--- src/rtl/dm_arbiter_if.sv ---
// Bundles the CPU, DMA and data-memory signals that meet at the data-memory arbiter.
interface dm_arbiter_if #(
  parameter int unsigned ADDR_W = 32,
  parameter int unsigned DATA_W = 32
);
  // CPU load/store path
  logic              cpu_req;
  logic              cpu_we;
  logic [ADDR_W-1:0] cpu_addr;
  logic [DATA_W-1:0] cpu_wdata;
  logic [DATA_W-1:0] cpu_rdata;
  logic              cpu_ack;
  logic              cpu_stall;
  // DMA/debug requester
  logic              dma_req;
  logic              dma_we;
  logic [ADDR_W-1:0] dma_addr;
  logic [DATA_W-1:0] dma_wdata;
  logic [DATA_W-1:0] dma_rdata;
  logic              dma_ack;
  // Data-memory port
  logic              mem_ena;
  logic              mem_W;
  logic              mem_R;
  logic [ADDR_W-1:0] mem_addr;
  logic [DATA_W-1:0] mem_wdata;
  logic [DATA_W-1:0] mem_rdata;

  // System side: requesters and the memory
  modport master (
    output cpu_req, cpu_we, cpu_addr, cpu_wdata,
    input  cpu_rdata, cpu_ack, cpu_stall,
    output dma_req, dma_we, dma_addr, dma_wdata,
    input  dma_rdata, dma_ack,
    input  mem_ena, mem_W, mem_R, mem_addr, mem_wdata,
    output mem_rdata
  );

  // Arbiter side
  modport slave (
    input  cpu_req, cpu_we, cpu_addr, cpu_wdata,
    output cpu_rdata, cpu_ack, cpu_stall,
    input  dma_req, dma_we, dma_addr, dma_wdata,
    output dma_rdata, dma_ack,
    output mem_ena, mem_W, mem_R, mem_addr, mem_wdata,
    input  mem_rdata
  );
endinterface

--- src/rtl/dm_arbiter.sv ---
// Round-robin arbiter sharing one data-memory port between the CPU and a DMA/debug requester.
module dm_arbiter #(
  parameter int unsigned ADDR_W = 32,
  parameter int unsigned DATA_W = 32,
  parameter int unsigned RD_LAT = 1
) (
  input  logic          clk,
  input  logic          rst,
  dm_arbiter_if.slave   io_bus
);

  localparam int unsigned     CNT_W    = 2;
  localparam logic [CNT_W-1:0] CNT_INIT = CNT_W'((RD_LAT > 1) ? (RD_LAT - 2) : 0);

  typedef enum logic [1:0] {
    S_IDLE  = 2'd0,
    S_ISSUE = 2'd1,
    S_WAIT  = 2'd2,
    S_ACK   = 2'd3
  } state_t;

  state_t            r_state;
  logic              r_last_dma;
  logic              r_gnt_dma;
  logic [CNT_W-1:0]  r_cnt;
  logic              r_mem_ena;
  logic              r_mem_w;
  logic              r_mem_r;
  logic [ADDR_W-1:0] r_mem_addr;
  logic [DATA_W-1:0] r_mem_wdata;
  logic              r_cpu_ack;
  logic              r_dma_ack;
  logic [DATA_W-1:0] r_cpu_rdata;
  logic [DATA_W-1:0] r_dma_rdata;

  logic              w_any_req;
  logic              w_cpu_win;
  logic              w_dma_win;
  logic              w_sel_we;
  logic [ADDR_W-1:0] w_sel_addr;
  logic [DATA_W-1:0] w_sel_wdata;

  // Arbitration: a lone requester wins; on a tie the one not granted last time wins
  assign w_any_req   = io_bus.cpu_req | io_bus.dma_req;
  assign w_cpu_win   = io_bus.cpu_req & (~io_bus.dma_req | r_last_dma);
  assign w_dma_win   = io_bus.dma_req & ~w_cpu_win;
  assign w_sel_we    = w_dma_win ? io_bus.dma_we    : io_bus.cpu_we;
  assign w_sel_addr  = w_dma_win ? io_bus.dma_addr  : io_bus.cpu_addr;
  assign w_sel_wdata = w_dma_win ? io_bus.dma_wdata : io_bus.cpu_wdata;

  // Access sequencer: grant, drive the memory port, wait out read latency, pulse ack
  always_ff @(posedge clk or negedge rst) begin
    if (!rst) begin
      r_state     <= S_IDLE;
      r_last_dma  <= 1'b1;
      r_gnt_dma   <= 1'b0;
      r_cnt       <= '0;
      r_mem_ena   <= 1'b0;
      r_mem_w     <= 1'b0;
      r_mem_r     <= 1'b0;
      r_mem_addr  <= '0;
      r_mem_wdata <= '0;
      r_cpu_ack   <= 1'b0;
      r_dma_ack   <= 1'b0;
      r_cpu_rdata <= '0;
      r_dma_rdata <= '0;
    end else begin
      case (r_state)
        S_IDLE: begin
          if (w_any_req) begin
            r_gnt_dma   <= w_dma_win;
            r_last_dma  <= w_dma_win;
            r_mem_addr  <= w_sel_addr;
            r_mem_wdata <= w_sel_wdata;
            r_mem_ena   <= 1'b1;
            r_mem_w     <= w_sel_we;
            r_mem_r     <= ~w_sel_we;
            r_state     <= S_ISSUE;
          end
        end
        S_ISSUE: begin
          if (r_mem_w || RD_LAT == 1) begin
            // A write, or a single-cycle read whose data is valid at this edge
            if (!r_mem_w) begin
              if (r_gnt_dma) r_dma_rdata <= io_bus.mem_rdata;
              else           r_cpu_rdata <= io_bus.mem_rdata;
            end
            r_cpu_ack <= ~r_gnt_dma;
            r_dma_ack <= r_gnt_dma;
            r_mem_ena <= 1'b0;
            r_mem_w   <= 1'b0;
            r_mem_r   <= 1'b0;
            r_state   <= S_ACK;
          end else begin
            r_cnt   <= CNT_INIT;
            r_state <= S_WAIT;
          end
        end
        S_WAIT: begin
          if (r_cnt == '0) begin
            if (r_gnt_dma) r_dma_rdata <= io_bus.mem_rdata;
            else           r_cpu_rdata <= io_bus.mem_rdata;
            r_cpu_ack <= ~r_gnt_dma;
            r_dma_ack <= r_gnt_dma;
            r_mem_ena <= 1'b0;
            r_mem_r   <= 1'b0;
            r_state   <= S_ACK;
          end else begin
            r_cnt <= r_cnt - CNT_W'(1);
          end
        end
        S_ACK: begin
          r_cpu_ack <= 1'b0;
          r_dma_ack <= 1'b0;
          r_state   <= S_IDLE;
        end
        default: begin
          r_state <= S_IDLE;
        end
      endcase
    end
  end

  assign io_bus.mem_ena   = r_mem_ena;
  assign io_bus.mem_W     = r_mem_w;
  assign io_bus.mem_R     = r_mem_r;
  assign io_bus.mem_addr  = r_mem_addr;
  assign io_bus.mem_wdata = r_mem_wdata;
  assign io_bus.cpu_ack   = r_cpu_ack;
  assign io_bus.dma_ack   = r_dma_ack;
  assign io_bus.cpu_rdata = r_cpu_rdata;
  assign io_bus.dma_rdata = r_dma_rdata;

  // The CPU stalls as long as its request is outstanding and not yet acknowledged
  assign io_bus.cpu_stall = io_bus.cpu_req & ~r_cpu_ack;

endmodule

--- src/flat_wrapper.sv ---
// flat-port wrapper written by rule: the top's interface ports become plain ports
module dm_arbiter_flat 
#(
  parameter int unsigned ADDR_W = 32,
  parameter int unsigned DATA_W = 32,
  parameter int unsigned RD_LAT = 1
)
  (clk, rst, io_bus_cpu_req, io_bus_cpu_we, io_bus_cpu_addr, io_bus_cpu_wdata, io_bus_cpu_rdata, io_bus_cpu_ack, io_bus_cpu_stall, io_bus_dma_req, io_bus_dma_we, io_bus_dma_addr, io_bus_dma_wdata, io_bus_dma_rdata, io_bus_dma_ack, io_bus_mem_ena, io_bus_mem_W, io_bus_mem_R, io_bus_mem_addr, io_bus_mem_wdata, io_bus_mem_rdata);
  dm_arbiter_if #(.ADDR_W(ADDR_W), .DATA_W(DATA_W)) io_bus_i ();
  input  logic clk;
  input  logic rst;
  input wire logic [$bits(io_bus_i.cpu_req)-1:0] io_bus_cpu_req;
  input wire logic [$bits(io_bus_i.cpu_we)-1:0] io_bus_cpu_we;
  input wire logic [$bits(io_bus_i.cpu_addr)-1:0] io_bus_cpu_addr;
  input wire logic [$bits(io_bus_i.cpu_wdata)-1:0] io_bus_cpu_wdata;
  output wire logic [$bits(io_bus_i.cpu_rdata)-1:0] io_bus_cpu_rdata;
  output wire logic [$bits(io_bus_i.cpu_ack)-1:0] io_bus_cpu_ack;
  output wire logic [$bits(io_bus_i.cpu_stall)-1:0] io_bus_cpu_stall;
  input wire logic [$bits(io_bus_i.dma_req)-1:0] io_bus_dma_req;
  input wire logic [$bits(io_bus_i.dma_we)-1:0] io_bus_dma_we;
  input wire logic [$bits(io_bus_i.dma_addr)-1:0] io_bus_dma_addr;
  input wire logic [$bits(io_bus_i.dma_wdata)-1:0] io_bus_dma_wdata;
  output wire logic [$bits(io_bus_i.dma_rdata)-1:0] io_bus_dma_rdata;
  output wire logic [$bits(io_bus_i.dma_ack)-1:0] io_bus_dma_ack;
  output wire logic [$bits(io_bus_i.mem_ena)-1:0] io_bus_mem_ena;
  output wire logic [$bits(io_bus_i.mem_W)-1:0] io_bus_mem_W;
  output wire logic [$bits(io_bus_i.mem_R)-1:0] io_bus_mem_R;
  output wire logic [$bits(io_bus_i.mem_addr)-1:0] io_bus_mem_addr;
  output wire logic [$bits(io_bus_i.mem_wdata)-1:0] io_bus_mem_wdata;
  input wire logic [$bits(io_bus_i.mem_rdata)-1:0] io_bus_mem_rdata;
  assign io_bus_i.cpu_req = io_bus_cpu_req;
  assign io_bus_i.cpu_we = io_bus_cpu_we;
  assign io_bus_i.cpu_addr = io_bus_cpu_addr;
  assign io_bus_i.cpu_wdata = io_bus_cpu_wdata;
  assign io_bus_cpu_rdata = io_bus_i.cpu_rdata;
  assign io_bus_cpu_ack = io_bus_i.cpu_ack;
  assign io_bus_cpu_stall = io_bus_i.cpu_stall;
  assign io_bus_i.dma_req = io_bus_dma_req;
  assign io_bus_i.dma_we = io_bus_dma_we;
  assign io_bus_i.dma_addr = io_bus_dma_addr;
  assign io_bus_i.dma_wdata = io_bus_dma_wdata;
  assign io_bus_dma_rdata = io_bus_i.dma_rdata;
  assign io_bus_dma_ack = io_bus_i.dma_ack;
  assign io_bus_mem_ena = io_bus_i.mem_ena;
  assign io_bus_mem_W = io_bus_i.mem_W;
  assign io_bus_mem_R = io_bus_i.mem_R;
  assign io_bus_mem_addr = io_bus_i.mem_addr;
  assign io_bus_mem_wdata = io_bus_i.mem_wdata;
  assign io_bus_i.mem_rdata = io_bus_mem_rdata;
  dm_arbiter #(.ADDR_W(ADDR_W), .DATA_W(DATA_W), .RD_LAT(RD_LAT)) u_core (.clk(clk), .rst(rst), .io_bus(io_bus_i));
endmodule
--- config.mk ---
export PLATFORM = sky130hd
export DESIGN_NAME = dm_arbiter_flat
export DESIGN_NICKNAME = d
export VERILOG_FILES = /design/src/rtl/dm_arbiter_if.sv /design/src/rtl/dm_arbiter.sv /design/src/flat_wrapper.sv
export SDC_FILE = /design/constraint.sdc
export NUM_CORES = 1
export LEC_CHECK = 0
export CAP_MARGIN = 10
export CORE_UTILIZATION = 42
export CTS_CLUSTER_SIZE = 8
export DETAILED_ROUTE_END_ITERATION = 16
export PLACE_DENSITY = 0.82
export SYNTH_ARGS = -nofsm -noshare
export SYNTH_HDL_FRONTEND = slang
export SYNTH_SLANG_ARGS = --single-unit
--- constraint.sdc ---
create_clock -name clk -period 2.62 [get_ports clk]
set_clock_uncertainty 0.15 [all_clocks]
set_input_delay 0.655 -clock clk [delete_from_list [all_inputs] [get_ports clk]]
set_output_delay 0.655 -clock clk [all_outputs]
set_load 0.1 [all_outputs]
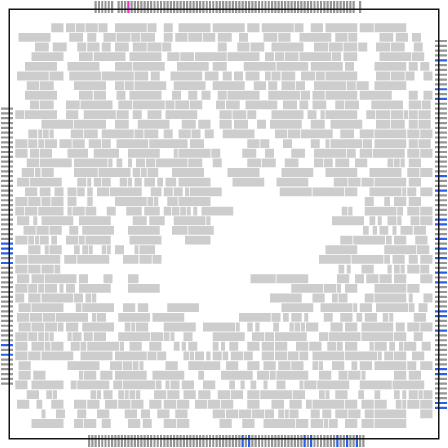
*I/O pins on the die edge, run 1*
Pins as bars across the die edge, other pins in gray.
io_bus_cpu_wdata: drawn in blue, pins 32, direction input, edge 19 east, 7 south, 6 west. clk: drawn in magenta, pins 1, direction input, edge north.

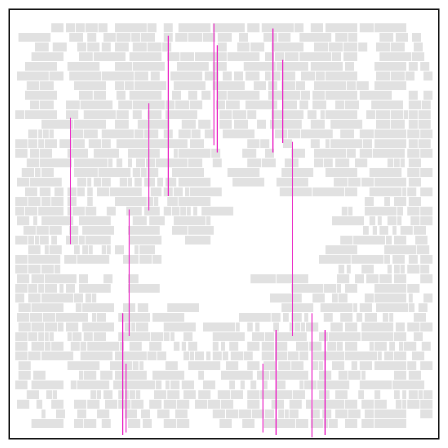
*The metal 4 layer, run 1*
Cells faint in the background.
The layer holds 3.1% of the routed length. 12 nets have wire on it.

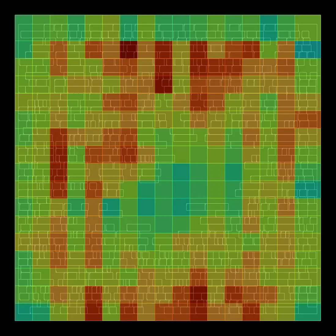
*Routing congestion, run 1*
wire per inst: 16.5 um
met1 GRT Util: 24.3%
post-layout util: 69.9%
layer with the highest usage: met2
routing usage on met3: 5.66%

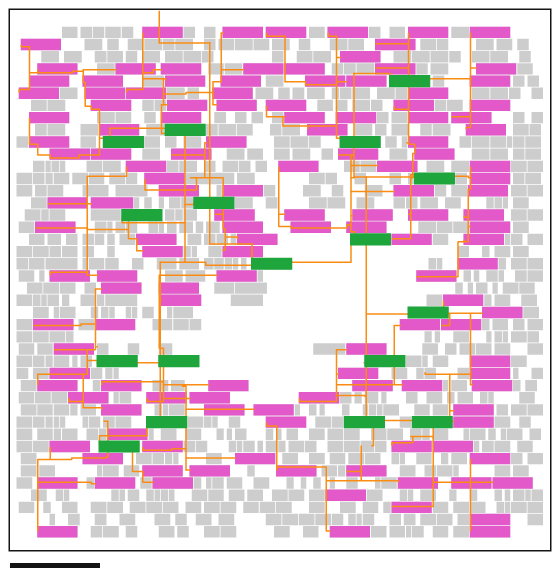
*Clock distribution, run 1*
The bar under the picture is 20 um long.
clock-net drivers: drawn in green, count 17. clock wires: drawn in orange, length 1610 um. flip-flops: drawn in magenta, count 139.
Position of the flops: all over the die.
Late-Pin Clk Latency: 0.41 ns

[run 1: state kept, by name, summed over array words and instances, names as in the netlist]
signal                   cells
u_core.r_cnt                 2
u_core.io_bus.cpu_ack        1
u_core.r_state               2
u_core.io_bus.mem_addr      32
u_core.io_bus.mem_wdata     32
u_core.io_bus.mem_W          1
u_core.r_gnt_dma             1
u_core.io_bus.mem_ena        1
u_core.io_bus.dma_ack        1
u_core.io_bus.cpu_rdata     32
u_core.r_last_dma            1
u_core.io_bus.mem_R          1
u_core.io_bus.dma_rdata     32
==> run summary, run 1 <==
impl run done, here's what came out: gr ovfl total 0, combinational share of cell area 23.8%, via/cell ratio approximately 5, Non-CTS buffers between 300 and 400, met1 WL 5850 um, area grow syn2layout 59.1%, Top Layer Used met4, total die area ~0.015 mm^2, Max-area cell share approximately 60%, antenna violations before repair 0, CTS tree built, clk cell area share between 5 and 6%, routed wl met3 ~1000 um, Comb area 0.00224 mm^2, worst setup slack after layout ~0.31 ns, Post-Synthesis Cells around 470, Top cells excl fill/tap clkdlybuf4s50_1, buf_4, dfrtp_1, top cells by area dfrtp_1, mux2_2, mux2i_1, Largest cell class sequential cells, via count around 4700, R2R Setup Slk 0.58 ns, slew of the pin with the lowest slew margin approximately 0.58 ns, tapcell count roughly 180, CTS Hold Bufs 0, Worst EP required around 1.8 ns, setup violators final 0, Cell Area, Synth ~0.0059 mm^2, Final TNS setup 0 ns, Tcrit/Tclk final around nine tenths, worst hold path class in2async, Peak Freq 0.433 GHz, clk root buf clkbuf_16, clk buf depth 2, Post-CTS Setup Bufs 0, fraction of registers with async set/reset 100%, placed cell areas a little under 0.009 mm^2, outcome finished clean, mux share a little under a quarter, Final Non-Filler Cells 966, simple share 5.06%, clk sinks 139, Avg Cell Area, Syn ~13 um^2, syn nets ~640, crit path time final ~2.3 ns, fillers around 950, Crit Path Max Fanout 2, cell area after layout between 0.009 and 0.01 mm^2, Setup WS pre-CTS between 0.15 and 0.2 ns, Adder Share, Synth between 1 and 1.5%, remaining antenna violation count after routing 0, reg2reg start u_core.r_state[0], number of enable flip-flop cells 0, Final Hold Violation Tally 0, YS chip area ~0.0059 mm^2, WP depth 3, reg2reg path depth 5, Core ar. roughly 0.013 mm^2, met2 WL ~8500 um, Pre-Repair DR Iteration Count 6, Setup crit end io_bus_cpu_stall, Critical Path Source io_bus_cpu_req, Initial Util between 40% and 50%
--- run 2 (diff from run 1) ---
==> constraint.sdc (replaced) <==
create_clock -name clk -period 2.62 [get_ports clk]
set_clock_uncertainty 0.15 [all_clocks]
set_input_delay 0.262 -clock clk [delete_from_list [all_inputs] [get_ports clk]]
set_output_delay 0.262 -clock clk [all_outputs]
set_load 0.1 [all_outputs]
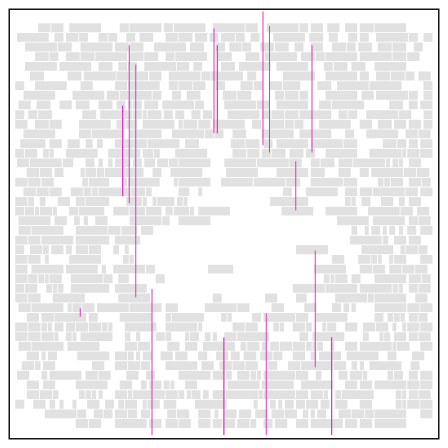
*The metal 4 layer, run 2*
Cells faint in the background.
The longest straight run is 65.3 um. The layer carries 469 um of wire. The layer holds 2.9% of the routed length. 12 nets have wire on it.

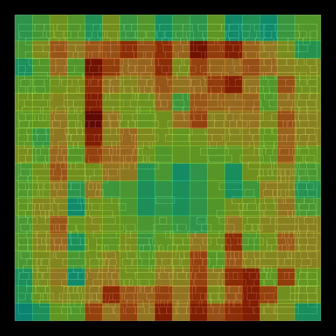
*Routing congestion, run 2*
routing usage on met3: 4.67%
wire per inst: 16.9 um
GR Util All Layers: 22.4%
met2 Use GR: 41.3%
post-layout util: 69.5%

==> run 2 against run 1 <==
Global-route usage is 0.15 points lower. Critical path type is now reg2reg. Cell area is 0.48% lower. Largest cell class unchanged. Register-to-register slack hardly changed. Critical endpoint is now u_core.io_bus.cpu_rdata[29]. Die size stayed put.
==> run summary, run 2 <==
impl run done, here's what came out: via/cell ratio 4.90 (-0.13%), Top cell excl fill/tap clkdlybuf4s50_1, met1 WL 6110 um (+4.4%), gr ovfl total 0 (unchanged), Worst EP required 2.76 ns (+0.95 ns), remaining antenna violation count after routing 0 (unchanged), Critical Path Source u_core.r_state[0], Comb area 0.00224 mm^2 (unchanged), layer with the highest usage met2, Final TNS setup 0 ns (unchanged), Setup WS pre-CTS 0.411 ns (+0.254 ns), crit path time final 2.03 ns (-0.279 ns), YS chip area 0.00591 mm^2 (unchanged), met2 WL 8640 um (+1.1%), clk cell area share 6.41% (+0.43 points), area grow syn2layout 58.3%, total die area 0.0145 mm^2 (unchanged), fillers 991 (+4.6%), placed cell areas 0.00874 mm^2 (-1.0%), Non-CTS buffers 309 (-2.5%), number of enable flip-flop cells 0 (unchanged), R2R Setup Slk 0.59 ns (about the same), Top cells excl fill/tap clkdlybuf4s50_1, buf_4, dfrtp_1, Cell Area, Synth 0.00591 mm^2 (unchanged), CP Buf/Inv Count 2, WP depth 6 (+3), top cells by area dfrtp_1, mux2_2, mux2i_1, Final Non-Filler Cells 956 (-1.0%), Max-area cell share 58.5% (unchanged), routed wl met3 924 um (-12%), Top Layer Used met4, tapcell count 176 (unchanged), worst setup slack after layout 0.592 ns (+0.279 ns), reg2reg start u_core.r_state[0], worst hold path class in2async, Post-Synthesis Cells 470 (unchanged), antenna violations before repair 0 (unchanged), CTS tree built, Late-Pin Clk Latency 0.41 ns (about the same), Final Hold Violation Tally 0 (unchanged), clk buf depth 2 (unchanged), slew of the pin with the lowest slew margin 0.564 ns (-0.0143 ns), outcome finished clean, Core ar. 0.0135 mm^2 (unchanged), via count 4685 (-1.2%), cell area after layout 0.00935 mm^2 (-0.48%), Avg Cell Area, Syn 12.6 um^2 (unchanged), syn nets 642 (unchanged), Pre-Repair DR Iteration Count 4 (-2), Crit-path slowest cell dfrtp_1, met1 GRT Util 24.3% (about the same), Peak Freq 0.493 GHz (+14%), clk sinks 139 (unchanged), Initial Util 43.9% (unchanged), fraction of registers with async set/reset 100% (unchanged)
## run 2: netlist changes by cell type in the layout (fill, tap and decap cells not counted), sizes merged
cell	before	now
bufinv	1	3
buf	153	144
dlygate4sd3	0	1
clkinvlp	6	4
inv	10	8
## run 2: cell families (layout without fill, tap and decap cells)
logic type	after synthesis	in the layout	share of synthesized area (%)
muxes	131	131	23.6
AOI/OAI and AO/OA	82	82	7.52
DFF	139	139	58.9
adders and majority gates	6	6	1.27
xor gates and xnor gates	1	1	0.148
and+or+nand+nor	75	75	5.06
buffers and inverters	36	346	3.52
## run 2: timing repair
item,CTS,global route
hold buffers,1,0
hold endpoints to repair,41,0
buffers inserted,0,0
